==> config.mk <==
export PLATFORM = sky130hd
export DESIGN_NAME = control_unit
export DESIGN_NICKNAME = d
export VERILOG_FILES = /design/src/rtl/control_unit_pkg.sv /design/src/rtl/control_unit.sv
export SDC_FILE = /design/constraint.sdc
export NUM_CORES = 1
export LEC_CHECK = 0
export CELL_PAD_IN_SITES_DETAIL_PLACEMENT = 1
export CELL_PAD_IN_SITES_GLOBAL_PLACEMENT = 2
export CORE_ASPECT_RATIO = 0.5
export CORE_UTILIZATION = 19
export CTS_BUF_LIST = sky130_fd_sc_hd__clkbuf_4 sky130_fd_sc_hd__clkbuf_8
export DETAILED_ROUTE_END_ITERATION = 10
export GPL_TIMING_DRIVEN = 0
export PLACE_DENSITY_LB_ADDON = 0.15
export SYNTH_ARGS = -nofsm -noshare
export SYNTH_HDL_FRONTEND = slang
export SYNTH_SLANG_ARGS = --single-unit
==> constraint.sdc <==
create_clock -name clk -period 5.7 [get_ports clk]
set_input_delay 1.14 -clock clk [delete_from_list [all_inputs] [get_ports clk]]
set_output_delay 1.14 -clock clk [all_outputs]
set_load 0.02 [all_outputs]
==> src/rtl/control_unit_pkg.sv <==
// Shared MIPS32 ISA table for the control decoder: encodings, ALU/data-type codes,
// control-word bit positions and the common control-bit groupings.
package control_unit_pkg;

   localparam int CW_W = 22;

   localparam int B_HI_WRITE   = 21;
   localparam int B_HI_READ    = 20;
   localparam int B_LO_WRITE   = 19;
   localparam int B_LO_READ    = 18;
   localparam int B_IFUNSIGNED = 17;
   localparam int B_REGDST     = 16;
   localparam int B_ALUSRC     = 15;
   localparam int B_MEMTOREG   = 14;
   localparam int B_REGWRITE   = 13;
   localparam int B_MEMREAD    = 12;
   localparam int B_MEMWRITE   = 11;
   localparam int B_BRANCH     = 10;
   localparam int B_JUMP       = 9;
   localparam int B_LINKED     = 8;
   localparam int B_RETURN     = 7;
   localparam int B_ALUOP_LSB  = 3;
   localparam int B_SHIFT_V    = 2;
   localparam int B_DT_LSB     = 0;

   typedef enum logic [3:0] {
      ALU_ADD, ALU_SUB, ALU_AND, ALU_OR, ALU_XOR, ALU_NOR, ALU_SLT, ALU_SLTU,
      ALU_SLL, ALU_SRL, ALU_SRA, ALU_LUI, ALU_MULT, ALU_MULTU, ALU_DIV, ALU_DIVU
   } aluop_e;

   typedef enum logic [1:0] {DT_WORD, DT_HALF, DT_BYTE, DT_PART} dtype_e;

   localparam logic [5:0] OP_SPECIAL = 6'h00, OP_REGIMM = 6'h01, OP_J     = 6'h02,
                          OP_JAL     = 6'h03, OP_BEQ    = 6'h04, OP_BNE   = 6'h05,
                          OP_BLEZ    = 6'h06, OP_BGTZ   = 6'h07, OP_ADDI  = 6'h08,
                          OP_ADDIU   = 6'h09, OP_SLTI   = 6'h0A, OP_SLTIU = 6'h0B,
                          OP_ANDI    = 6'h0C, OP_ORI    = 6'h0D, OP_XORI  = 6'h0E,
                          OP_LUI     = 6'h0F, OP_LB     = 6'h20, OP_LH    = 6'h21,
                          OP_LWL     = 6'h22, OP_LW     = 6'h23, OP_LBU   = 6'h24,
                          OP_LHU     = 6'h25, OP_LWR    = 6'h26, OP_SB    = 6'h28,
                          OP_SH      = 6'h29, OP_SWL    = 6'h2A, OP_SW    = 6'h2B,
                          OP_SWR     = 6'h2E;

   localparam logic [5:0] FN_SLL  = 6'h00, FN_SRL  = 6'h02, FN_SRA   = 6'h03,
                          FN_SLLV = 6'h04, FN_SRLV = 6'h06, FN_SRAV  = 6'h07,
                          FN_JR   = 6'h08, FN_JALR = 6'h09, FN_MFHI  = 6'h10,
                          FN_MTHI = 6'h11, FN_MFLO = 6'h12, FN_MTLO  = 6'h13,
                          FN_MULT = 6'h18, FN_MULTU = 6'h19, FN_DIV  = 6'h1A,
                          FN_DIVU = 6'h1B, FN_ADD  = 6'h20, FN_ADDU  = 6'h21,
                          FN_SUB  = 6'h22, FN_SUBU = 6'h23, FN_AND   = 6'h24,
                          FN_OR   = 6'h25, FN_XOR  = 6'h26, FN_NOR   = 6'h27,
                          FN_SLT  = 6'h2A, FN_SLTU = 6'h2B;

   localparam logic [4:0] RT_BLTZ = 5'h00;

   localparam logic [CW_W-1:0] M_HI_WRITE   = CW_W'(1) << B_HI_WRITE;
   localparam logic [CW_W-1:0] M_HI_READ    = CW_W'(1) << B_HI_READ;
   localparam logic [CW_W-1:0] M_LO_WRITE   = CW_W'(1) << B_LO_WRITE;
   localparam logic [CW_W-1:0] M_LO_READ    = CW_W'(1) << B_LO_READ;
   localparam logic [CW_W-1:0] M_IFUNSIGNED = CW_W'(1) << B_IFUNSIGNED;
   localparam logic [CW_W-1:0] M_REGDST     = CW_W'(1) << B_REGDST;
   localparam logic [CW_W-1:0] M_ALUSRC     = CW_W'(1) << B_ALUSRC;
   localparam logic [CW_W-1:0] M_MEMTOREG   = CW_W'(1) << B_MEMTOREG;
   localparam logic [CW_W-1:0] M_REGWRITE   = CW_W'(1) << B_REGWRITE;
   localparam logic [CW_W-1:0] M_MEMREAD    = CW_W'(1) << B_MEMREAD;
   localparam logic [CW_W-1:0] M_MEMWRITE   = CW_W'(1) << B_MEMWRITE;
   localparam logic [CW_W-1:0] M_BRANCH     = CW_W'(1) << B_BRANCH;
   localparam logic [CW_W-1:0] M_JUMP       = CW_W'(1) << B_JUMP;
   localparam logic [CW_W-1:0] M_LINKED     = CW_W'(1) << B_LINKED;
   localparam logic [CW_W-1:0] M_RETURN     = CW_W'(1) << B_RETURN;
   localparam logic [CW_W-1:0] M_SHIFT_V    = CW_W'(1) << B_SHIFT_V;

   // Recurring instruction-class groupings
   localparam logic [CW_W-1:0] M_RTYPE = M_REGDST | M_REGWRITE;
   localparam logic [CW_W-1:0] M_ITYPE = M_ALUSRC | M_REGWRITE;
   localparam logic [CW_W-1:0] M_LOAD  = M_ALUSRC | M_MEMTOREG | M_REGWRITE | M_MEMREAD;
   localparam logic [CW_W-1:0] M_STORE = M_ALUSRC | M_MEMWRITE;

   function automatic logic [CW_W-1:0] alu_f(aluop_e op);
      return CW_W'(op) << B_ALUOP_LSB;
   endfunction

   function automatic logic [CW_W-1:0] dt_f(dtype_e dt);
      return CW_W'(dt) << B_DT_LSB;
   endfunction

endpackage

==> src/rtl/control_unit.sv <==
// MIPS32 main decoder: combinational control word plus a sticky registered
// flag recording that an unsupported encoding was ever presented.
module control_unit
   import control_unit_pkg::*;
(
   input  logic            clk,
   input  logic            rst,
   input  logic [5:0]      opcode,
   input  logic [5:0]      funct,
   input  logic [4:0]      rt,
   output logic [CW_W-1:0] control_word,
   output logic            illegal,
   output logic            illegal_seen
);

   always_comb begin
      control_word = '0;
      illegal      = 1'b0;
      case (opcode)
         OP_J:      control_word = M_JUMP;
         OP_JAL:    control_word = M_JUMP | M_LINKED | M_REGWRITE;
         OP_BEQ, OP_BNE, OP_BLEZ, OP_BGTZ:
                    control_word = M_BRANCH | alu_f(ALU_SUB);
         OP_REGIMM: begin
            if (rt == RT_BLTZ) control_word = M_BRANCH | alu_f(ALU_SUB);
            else               illegal      = 1'b1;
         end
         OP_ADDI:   control_word = M_ITYPE | alu_f(ALU_ADD);
         OP_ADDIU:  control_word = M_ITYPE | M_IFUNSIGNED | alu_f(ALU_ADD);
         OP_SLTI:   control_word = M_ITYPE | alu_f(ALU_SLT);
         OP_SLTIU:  control_word = M_ITYPE | M_IFUNSIGNED | alu_f(ALU_SLTU);
         OP_ANDI:   control_word = M_ITYPE | M_IFUNSIGNED | alu_f(ALU_AND);
         OP_ORI:    control_word = M_ITYPE | M_IFUNSIGNED | alu_f(ALU_OR);
         OP_XORI:   control_word = M_ITYPE | M_IFUNSIGNED | alu_f(ALU_XOR);
         OP_LUI:    control_word = M_ITYPE | alu_f(ALU_LUI);
         OP_LB:     control_word = M_LOAD | dt_f(DT_BYTE);
         OP_LH:     control_word = M_LOAD | dt_f(DT_HALF);
         OP_LW:     control_word = M_LOAD | dt_f(DT_WORD);
         OP_LWL, OP_LWR:
                    control_word = M_LOAD | dt_f(DT_PART);
         OP_LBU:    control_word = M_LOAD | M_IFUNSIGNED | dt_f(DT_BYTE);
         OP_LHU:    control_word = M_LOAD | M_IFUNSIGNED | dt_f(DT_HALF);
         OP_SB:     control_word = M_STORE | dt_f(DT_BYTE);
         OP_SH:     control_word = M_STORE | dt_f(DT_HALF);
         OP_SW:     control_word = M_STORE | dt_f(DT_WORD);
         OP_SWL, OP_SWR:
                    control_word = M_STORE | dt_f(DT_PART);
         OP_SPECIAL: begin
            case (funct)
               FN_SLL:   control_word = M_RTYPE | alu_f(ALU_SLL);
               FN_SRL:   control_word = M_RTYPE | alu_f(ALU_SRL);
               FN_SRA:   control_word = M_RTYPE | alu_f(ALU_SRA);
               FN_SLLV:  control_word = M_RTYPE | M_SHIFT_V | alu_f(ALU_SLL);
               FN_SRLV:  control_word = M_RTYPE | M_SHIFT_V | alu_f(ALU_SRL);
               FN_SRAV:  control_word = M_RTYPE | M_SHIFT_V | alu_f(ALU_SRA);
               FN_JR:    control_word = M_JUMP | M_RETURN;
               FN_JALR:  control_word = M_JUMP | M_RETURN | M_LINKED | M_RTYPE;
               FN_MFHI:  control_word = M_HI_READ | M_RTYPE;
               FN_MFLO:  control_word = M_LO_READ | M_RTYPE;
               FN_MTHI:  control_word = M_HI_WRITE;
               FN_MTLO:  control_word = M_LO_WRITE;
               FN_MULT:  control_word = M_HI_WRITE | M_LO_WRITE | alu_f(ALU_MULT);
               FN_MULTU: control_word = M_HI_WRITE | M_LO_WRITE | M_IFUNSIGNED | alu_f(ALU_MULTU);
               FN_DIV:   control_word = M_HI_WRITE | M_LO_WRITE | alu_f(ALU_DIV);
               FN_DIVU:  control_word = M_HI_WRITE | M_LO_WRITE | M_IFUNSIGNED | alu_f(ALU_DIVU);
               FN_ADD:   control_word = M_RTYPE | alu_f(ALU_ADD);
               FN_ADDU:  control_word = M_RTYPE | M_IFUNSIGNED | alu_f(ALU_ADD);
               FN_SUB:   control_word = M_RTYPE | alu_f(ALU_SUB);
               FN_SUBU:  control_word = M_RTYPE | M_IFUNSIGNED | alu_f(ALU_SUB);
               FN_AND:   control_word = M_RTYPE | alu_f(ALU_AND);
               FN_OR:    control_word = M_RTYPE | alu_f(ALU_OR);
               FN_XOR:   control_word = M_RTYPE | alu_f(ALU_XOR);
               FN_NOR:   control_word = M_RTYPE | alu_f(ALU_NOR);
               FN_SLT:   control_word = M_RTYPE | alu_f(ALU_SLT);
               FN_SLTU:  control_word = M_RTYPE | M_IFUNSIGNED | alu_f(ALU_SLTU);
               default:  illegal = 1'b1;
            endcase
         end
         default:   illegal = 1'b1;
      endcase
   end

   // Reset wins over an illegal encoding present at the same edge
   always_ff @(posedge clk) begin
      if (rst)          illegal_seen <= 1'b0;
      else if (illegal) illegal_seen <= 1'b1;
   end

endmodule

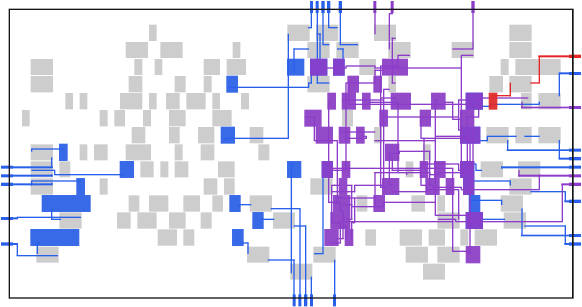
**Above:** run 1 (wires at chosen ports, followed through buffers).
[purple] `opcode` | bits: 6 | direction: input | end cells: 37 | buffers: 10 | wire: 625 um
[red] `illegal` | bits: 1 | direction: output | end cells: 1 | buffers: 1 | wire: 15.2 um
[blue] `control_word` | bits: 22 | direction: output | end cells: 21 | buffers: 23 | wire: 362 um

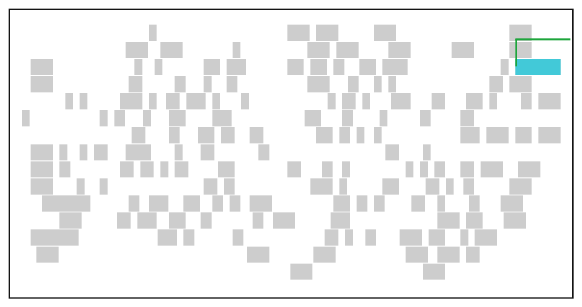
**Above:** run 1 (clock wires, drivers and flops).
[green] clock wires | length: 12.7 um
[cyan] flip-flops | count: 1
routed clock nets: 1

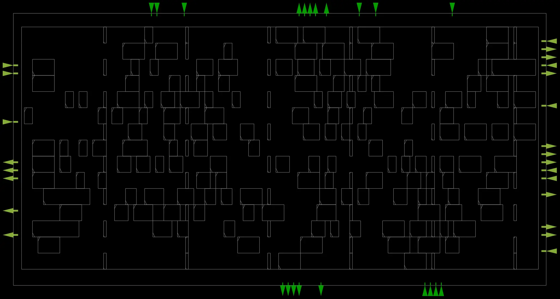
**Above:** run 1 (placed standard cells).
floorplan row count: 15
floorplan core area: 3550 sq um
non-filler instance count after layout: 210
count of filler cells inserted in the layout: 443

==> flow.log, run 1 <==
[metrics] run summary
[metrics] synthesis-to-layout area growth: 62.3%
[metrics] cell area after synthesis: ~730 sq um
[metrics] clock transition at the register clock pins on the worst setup and hold paths after CTS: 0 ns
[metrics] mean area per synthesized cell: 6.08 sq um
[metrics] Inverters, non-clock: 6
[metrics] list of most frequent post-synthesis cells: 13 x sky130_fd_sc_hd__nand2_1, 12 x sky130_fd_sc_hd__o21ai_0, 9 x sky130_fd_sc_hd__clkbuf_1
[metrics] OpenROAD warning count: 29
[metrics] top-count cell post-synth: sky130_fd_sc_hd__nand2_1
[metrics] cell type with the largest total area after synthesis: sky130_fd_sc_hd__o21ai_0
[metrics] total area of multi-input combinational cells: 632 sq um
[metrics] met3 Usage GRT: 0%
[metrics] critical path capture point: control_word[17]
[metrics] initial antenna violation count: 0
[metrics] tap cell count: about 51
[metrics] sequential fraction of total cell area: 1.69%
[metrics] layout cell share with drive strength beyond 1: 5.66%
[metrics] Initial DRT Pass Iterations: 4
[metrics] postcts setup bufs: 0
[metrics] Static Leakage: 0.000370 uW
[metrics] worst relative slew slack: 61.4%
[metrics] register with the most flip-flops: illegal_seen
[metrics] series of cell instances along the critical path: clkdlybuf4s50_1 > or4_4 > or3_1 > or3_1 > buf_2 > or4_1 > o21ai_1 > clkdlybuf4s50_1
[metrics] largest contributor to cell area by class: combinational gates
[metrics] Most Used Layer, Global Route: met1
[metrics] number of antenna cells inserted: 0
[metrics] setup total negative slack: 0 ns
[metrics] CP Max Fanout: 8
[metrics] vias in the first global route: 944
[metrics] full die area: 4110 sq um
[metrics] total vias in the final route: 1045
[metrics] critical path launch point type: primary input
[metrics] antenna-violating nets left: 0
[metrics] total overflow reported by the global router: 0
[metrics] Worst path top cell family by delay: simple AND/OR/NAND/NOR gates
[metrics] Reg2Reg Capture Point: illegal_seen
[metrics] Sequential Power Share: about a tenth
[metrics] power per standard cell area: 66.7 nW/um^2
[metrics] top contributor to total power: combinational logic
[metrics] internal power contribution: approximately 39 uW
[metrics] Seq share, synth: 2.74%
[metrics] cell total in the yosys stat output: 120
[metrics] post-synthesis compound-gate area fraction: 37.7%
[metrics] setup repair after global routing missed its margin: no
[metrics] DRC violations left: 0
[metrics] multi-input combinational area share: a little over half
[metrics] total power: between 70 and 80 uW
[metrics] post-layout period usage of the worst path: 95.6%
[metrics] Worst Min Path Start: illegal_seen
[metrics] Hold Crit Endpoint: illegal_seen
[metrics] WL per Instance: roughly 14 um
[metrics] cell count after synthesis: 120
[metrics] count of cells resized by post-cts repair: 0
[metrics] GRT Overall Usage: between 10% and 20%
[metrics] worst slack at placement: between 0.2 and 0.25 ns
[metrics] switching fraction of total power: approximately 50%
[metrics] placed cell count: between 200 and 250
[metrics] clock share of power: 0%
[metrics] layout net count: around 180
[metrics] RR Startpoint: illegal_seen
[metrics] average vias per placed instance: around 5
[metrics] slew at the pin closest to its max-slew limit: approximately 0.58 ns
[metrics] die boundary width: around 90 um
[metrics] wire length on met3: 101 um
[metrics] fraction of registers with async set/reset: 0%
[metrics] violation tally from detailed-route iteration zero: 18
[metrics] maximum clock skew at final layout: 0 ns
[metrics] flip-flop count of the largest register, all copies and words added: 1
[metrics] result of the run: complete, no violations
[metrics] Detailed Place HPWL: ~2.3 mm
[metrics] number of nets at floorplan: 139
[metrics] post-route worst setup slack: 0.249 ns
[metrics] Top cell excl fill/tap: sky130_fd_sc_hd__clkdlybuf4s50_1
[metrics] count of hold buffers inserted by post-cts repair: 0
[metrics] Mux area share: 0%
[metrics] final critical-path required period: 5.45 ns
[metrics] highest routed layer: met3
==> run 2: changes to the inputs <==
--- a/config.mk
+++ b/config.mk
@@ -12,7 +12,9 @@
 export CTS_BUF_LIST = sky130_fd_sc_hd__clkbuf_4 sky130_fd_sc_hd__clkbuf_8
 export DETAILED_ROUTE_END_ITERATION = 10
 export GPL_TIMING_DRIVEN = 0
+export HOLD_SLACK_MARGIN = 0.05
 export PLACE_DENSITY_LB_ADDON = 0.15
+export RECOVER_POWER = 50
 export SYNTH_ARGS = -nofsm -noshare
 export SYNTH_HDL_FRONTEND = slang
 export SYNTH_SLANG_ARGS = --single-unit
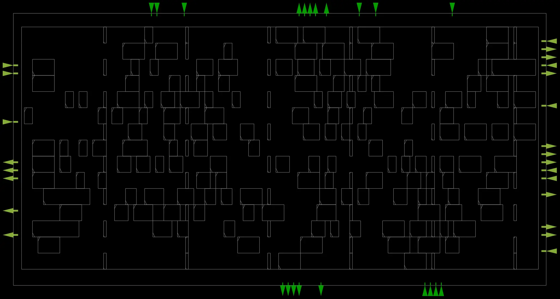
**Above:** run 2 (placed standard cells).
sequential fraction of total cell area: 1.69%
tap cell count: 51
final standard cell utilization of the core: 33.4%

==> run 2 against run 1 <==
Compared with the run above: area after synthesis stayed put; power is 1.7% lower; routed wire length hardly changed; hold slack worse by 0.0017 ns; via count hardly changed; final cell count stayed put; clock skew stayed put; combinational power is 2% lower; register-to-register slack hardly changed; first-iteration DRC count stayed put; critical endpoint unchanged; largest cell class unchanged.
==> flow.log, run 2 <==
[metrics] run summary
[metrics] list of most frequent post-synthesis cells: 13 x sky130_fd_sc_hd__nand2_1, 12 x sky130_fd_sc_hd__o21ai_0, 9 x sky130_fd_sc_hd__clkbuf_1 (unchanged)
[metrics] layout net count: 180 (unchanged)
[metrics] Worst path top cell family by delay: simple AND/OR/NAND/NOR gates (unchanged)
[metrics] Reg2Reg Capture Point: illegal_seen (unchanged)
[metrics] die boundary width: 89.6 um (unchanged)
[metrics] slew at the pin closest to its max-slew limit: 0.579 ns (about the same)
[metrics] Worst Min Path Start: illegal_seen (unchanged)
[metrics] cell area after synthesis: 729 sq um (unchanged)
[metrics] Inverters, non-clock: 6 (unchanged)
[metrics] floorplan row count: 15 (unchanged)
[metrics] violation tally from detailed-route iteration zero: 18 (unchanged)
[metrics] count of hold buffers inserted by post-cts repair: 0 (unchanged)
[metrics] Top cell excl fill/tap: sky130_fd_sc_hd__clkdlybuf4s50_1 (unchanged)
[metrics] Sequential Power Share: 10.3% (was 10.1%)
[metrics] placed cell count: 210 (unchanged)
[metrics] Min Hold Slack: 0.454 ns (was 0.456 ns)
[metrics] instance area after placement: 1180 sq um (unchanged)
[metrics] met1 Use GR: 25.1% (unchanged)
[metrics] post-synthesis compound-gate area fraction: 37.7% (unchanged)
[metrics] slowest cell on the critical path: sky130_fd_sc_hd__clkdlybuf4s50_1 (unchanged)
[metrics] Seq share, synth: 2.74% (unchanged)
[metrics] power consumed by the clock network: 0 uW
[metrics] GRT Overall Usage: 15.3% (unchanged)
[metrics] vias in the first global route: 944 (unchanged)
[metrics] total overflow reported by the global router: 0 (unchanged)
[metrics] worst slack at placement: 0.238 ns (unchanged)
[metrics] Most Used Layer, Global Route: met1 (unchanged)
[metrics] register with the most flip-flops: illegal_seen (unchanged)
[metrics] synthesis-to-layout area growth: 62.3% (unchanged)
[metrics] cell total in the yosys stat output: 120 (unchanged)
[metrics] floorplan core area: 3550 sq um (unchanged)
[metrics] clock transition at the register clock pins on the worst setup and hold paths after CTS: 0 ns (about the same)
[metrics] maximum clock skew at final layout: 0 ns (unchanged)
[metrics] post-layout period usage of the worst path: 95.6% (about the same)
[metrics] OpenROAD warning count: 29 (unchanged)
[metrics] internal power contribution: 37.5 uW (was 38.8 uW)
[metrics] fraction of registers with async set/reset: 0% (unchanged)
[metrics] critical path capture point: control_word[17] (unchanged)
[metrics] final critical-path required period: 5.45 ns (about the same)
[metrics] critical path launch point type: primary input (unchanged)
[metrics] layout cell share with drive strength beyond 1: 5.66% (unchanged)
[metrics] setup total negative slack: 0 ns (unchanged)
[metrics] worst relative slew slack: 61.4% (about the same)
[metrics] cell type with the largest total area after synthesis: sky130_fd_sc_hd__o21ai_0 (unchanged)
[metrics] DRC violations left: 0 (unchanged)
[metrics] number of flip-flops and latches: 1 (unchanged)
[metrics] mean area per synthesized cell: 6.08 sq um (unchanged)
[metrics] Detailed Place HPWL: 2.30 mm (unchanged)
[metrics] power per standard cell area: 65.5 nW/um^2 (was 66.7 nW/um^2)
[metrics] sum of routed wire segments on met1: 1.66 mm (was 1.68 mm)
[metrics] xor and xnor fraction of the mapped netlist area: 1.20% (unchanged)
[metrics] WL per Instance: 14.2 um (about the same)
[metrics] total vias in the final route: 1046 (was 1045)
[metrics] count of filler cells inserted in the layout: 443 (unchanged)
[metrics] Mux area share: 0% (unchanged)
[metrics] highest routed layer: met3 (unchanged)
[metrics] Initial DRT Pass Iterations: 4 (unchanged)
[metrics] Static Leakage: 0.000394 uW (was 0.000370 uW)
[metrics] sequential power: 7.97 uW (was 7.99 uW)
[metrics] result of the run: complete, no violations (unchanged)
[metrics] met3 Usage GRT: 0% (unchanged)
[metrics] Max IR drop VDD: 17.6 uV (about the same)
[metrics] top-count cell post-synth: sky130_fd_sc_hd__nand2_1 (unchanged)
[metrics] initial antenna violation count: 0 (unchanged)
[metrics] total power: 77.6 uW (was 78.9 uW)
[metrics] count of cells resized by post-cts repair: 0 (unchanged)
[metrics] post-route worst setup slack: 0.249 ns (about the same)
[metrics] full die area: 4110 sq um (unchanged)
[metrics] number of antenna cells inserted: 0 (unchanged)
[metrics] total area of multi-input combinational cells: 632 sq um (unchanged)
[metrics] average vias per placed instance: 4.98 (about the same)
[metrics] clock share of power: 0% (about the same)
[metrics] routing usage on met2: 23.2% (unchanged)
[metrics] series of cell instances along the critical path: clkdlybuf4s50_1 > or4_4 > or3_1 > or3_1 > buf_2 > or4_1 > o21ai_1 > clkdlybuf4s50_1 (unchanged)
[metrics] multi-input combinational area share: 53.4% (unchanged)
[metrics] flip-flop count of the largest register, all copies and words added: 1 (unchanged)
[metrics] crit path capture type: primary output (unchanged)
[metrics] cell count after synthesis: 120 (unchanged)
[metrics] largest contributor to cell area by class: combinational gates (unchanged)
[metrics] Hold Crit Endpoint: illegal_seen (unchanged)
[metrics] postcts setup bufs: 0 (unchanged)
[metrics] non-filler instance count after layout: 210 (unchanged)
[metrics] number of nets at floorplan: 139 (unchanged)
[metrics] wire length on met3: 120 um (was 101 um)
[metrics] top contributor to total power: combinational logic (unchanged)
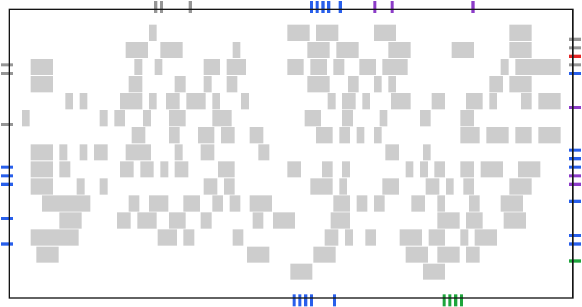
**Above:** run 2 (ports around the boundary).
Pins as bars across the die edge, other pins in grey.
[red] `illegal` | pins: 1 | direction: output | edge: right
[green] `rt` | pins: 5 | direction: input | edge: 4 bottom, 1 right
[blue] `control_word` | pins: 22 | direction: output | edge: 7 right, 5 top, 5 left, 5 bottom
[purple] `opcode` | pins: 6 | direction: input | edge: 3 right, 3 top
all pins by edge: 15 right, 11 top, 9 bottom, 8 left

==> run 3: changes to the inputs <==
--- a/config.mk
+++ b/config.mk
@@ -7,7 +7,7 @@
 export LEC_CHECK = 0
 export CELL_PAD_IN_SITES_DETAIL_PLACEMENT = 1
 export CELL_PAD_IN_SITES_GLOBAL_PLACEMENT = 2
-export CORE_ASPECT_RATIO = 0.5
+export CORE_ASPECT_RATIO = 1.5
 export CORE_UTILIZATION = 19
 export CTS_BUF_LIST = sky130_fd_sc_hd__clkbuf_4 sky130_fd_sc_hd__clkbuf_8
 export DETAILED_ROUTE_END_ITERATION = 10
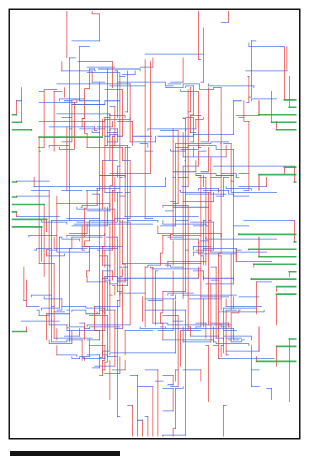
**Above:** run 3 (metal layers overlaid).
The bar under the picture is 20 um long.
[red] metal 2 | wire length: 1740 um
[green] metal 3 | wire length: 127 um
[blue] metal 1 | wire length: 1330 um

==> run 3 against run 2 <==
Compared with the run above: global-route usage rose by 0.53 points; die area shrank 0.25%; combinational power up 0.9%; final area shrank 0.85%; clock skew unchanged; first-iteration DRC count decreased by 39%.
==> flow.log, run 3 <==
[metrics] run summary
[metrics] RR Startpoint: illegal_seen (unchanged)
[metrics] total area of multi-input combinational cells: 632 sq um (unchanged)
[metrics] met3 Usage GRT: 0.392% (was 0%)
[metrics] Top cell excl fill/tap: sky130_fd_sc_hd__clkdlybuf4s50_1 (unchanged)
[metrics] initial antenna violation count: 0 (unchanged)
[metrics] synthesis-to-layout area growth: 60.9% (was 62.3%)
[metrics] highest routed layer: met3 (unchanged)
[metrics] wire length on met3: 126 um (was 120 um)
[metrics] instance area after placement: 1170 sq um (was 1180 sq um)
[metrics] worst relative slew slack: 62.6% (was 61.4%)
[metrics] critical path capture point: control_word[18] (was control_word[17])
[metrics] count of hold buffers inserted by post-cts repair: 0 (unchanged)
[metrics] average vias per placed instance: 5.28 (was 4.98)
[metrics] result of the run: complete, no violations (unchanged)
[metrics] xor and xnor fraction of the mapped netlist area: 1.20% (unchanged)
[metrics] Hold Crit Endpoint: illegal_seen (unchanged)
[metrics] violation tally from detailed-route iteration zero: 11 (was 18)
[metrics] Seq share, synth: 2.74% (unchanged)
[metrics] total power: 78.2 uW (was 77.6 uW)
[metrics] multi-input combinational area share: 53.8% (was 53.4%)
[metrics] top-count cell post-synth: sky130_fd_sc_hd__nand2_1 (unchanged)
[metrics] slew at the pin closest to its max-slew limit: 0.561 ns (was 0.579 ns)
[metrics] number of antenna cells inserted: 0 (unchanged)
[metrics] yosys-reported design area after synthesis: 729 sq um (unchanged)
[metrics] Mux area share: 0% (unchanged)
[metrics] sum of routed wire segments on met1: 1.33 mm (was 1.66 mm)
[metrics] switching fraction of total power: 51.9% (was 51.7%)
[metrics] fraction of registers with async set/reset: 0% (unchanged)
[metrics] cell area after synthesis: 729 sq um (unchanged)
[metrics] floorplan core area: 3680 sq um (was 3550 sq um)
[metrics] Worst path top cell family by delay: simple AND/OR/NAND/NOR gates (unchanged)
[metrics] layout cell share with drive strength beyond 1: 5.66% (unchanged)
[metrics] Min Hold Slack: 0.454 ns (about the same)
[metrics] clock share of power: 0% (about the same)
[metrics] Most Used Layer, Global Route: met2 (was met1)
[metrics] placed cell count: 202 (was 210)
[metrics] maximum clock skew at final layout: 0 ns (unchanged)
[metrics] cell count after synthesis: 120 (unchanged)
[metrics] power per standard cell area: 66.6 nW/um^2 (was 65.5 nW/um^2)
[metrics] postcts setup bufs: 0 (unchanged)
[metrics] setup total negative slack: 0 ns (unchanged)
[metrics] register with the most flip-flops: illegal_seen (unchanged)
[metrics] number of synthesized flops with an enable pin: 0 (unchanged)
[metrics] list of most frequent post-synthesis cells: 13 x sky130_fd_sc_hd__nand2_1, 12 x sky130_fd_sc_hd__o21ai_0, 9 x sky130_fd_sc_hd__clkbuf_1 (unchanged)
[metrics] Max IR drop VDD: 39.7 uV (was 17.6 uV)
[metrics] count of cells resized by post-cts repair: 0 (unchanged)
[metrics] Inverters, non-clock: 6 (unchanged)
[metrics] Sequential Power Share: 10.2% (was 10.3%)
[metrics] power consumed by the clock network: 0 uW
[metrics] Initial DRT Pass Iterations: 4 (unchanged)
[metrics] mean area per synthesized cell: 6.08 sq um (unchanged)
[metrics] series of cell instances along the critical path: clkdlybuf4s50_1 > or4_4 > or3_1 > or3_1 > buf_2 > or3_4 > nor4_4 > clkdlybuf4s50_1 (was clkdlybuf4s50_1 > or4_4 > or3_1 > or3_1 > buf_2 > or4_1 > o21ai_1 > clkdlybuf4s50_1)
[metrics] Detailed Place HPWL: 2.56 mm (was 2.30 mm)
[metrics] P_sw: 40.6 uW (was 40.1 uW)
[metrics] GRT Overall Usage: 15.8% (was 15.3%)
[metrics] cell total in the yosys stat output: 120 (unchanged)
[metrics] Static Leakage: 0.000394 uW (about the same)
[metrics] top contributor to total power: combinational logic (unchanged)
[metrics] antenna-violating nets left: 0 (unchanged)
[metrics] number of nets at floorplan: 139 (unchanged)
[metrics] WL per Instance: 15.8 um (was 14.2 um)
[metrics] met1 Use GR: 19.2% (was 25.1%)
[metrics] post-route worst setup slack: 0.217 ns (was 0.249 ns)
[metrics] vias in the first global route: 1096 (was 944)
[metrics] internal power contribution: 37.6 uW (was 37.5 uW)
[metrics] CP Max Fanout: 8 (unchanged)
[metrics] number of flip-flops and latches: 1 (unchanged)
[metrics] slowest cell on the critical path: sky130_fd_sc_hd__clkdlybuf4s50_1 (unchanged)
[metrics] full die area: 4100 sq um (was 4110 sq um)
[metrics] post-synthesis compound-gate area fraction: 37.7% (unchanged)
[metrics] DRC violations left: 0 (unchanged)
[metrics] flip-flop count of the largest register, all copies and words added: 1 (unchanged)
[metrics] post-layout period usage of the worst path: 96.2% (was 95.6%)
[metrics] crit path capture type: primary output (unchanged)
[metrics] sequential power: 7.95 uW (was 7.97 uW)
[metrics] total of buffers placed on input and output ports: 39 (unchanged)
[metrics] die boundary width: 52.6 um (was 89.6 um)
[metrics] OpenROAD warning count: 29 (unchanged)
[metrics] layout net count: 180 (unchanged)
[metrics] final critical-path required period: 5.48 ns (was 5.45 ns)
[metrics] count of filler cells inserted in the layout: 484 (was 443)
[metrics] largest contributor to cell area by class: combinational gates (unchanged)
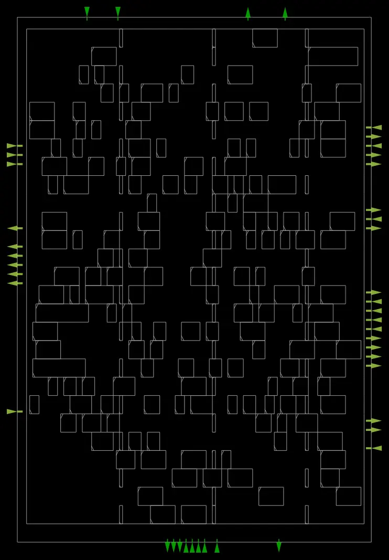
**Above:** run 3 (placed standard cells).
final standard cell utilization of the core: 31.9%
tap cell count: 43
non-filler instance count after layout: 202
floorplan row count: 27
sequential fraction of total cell area: 1.71%

No activity file was given, so power comes from the tool's default toggle rates.
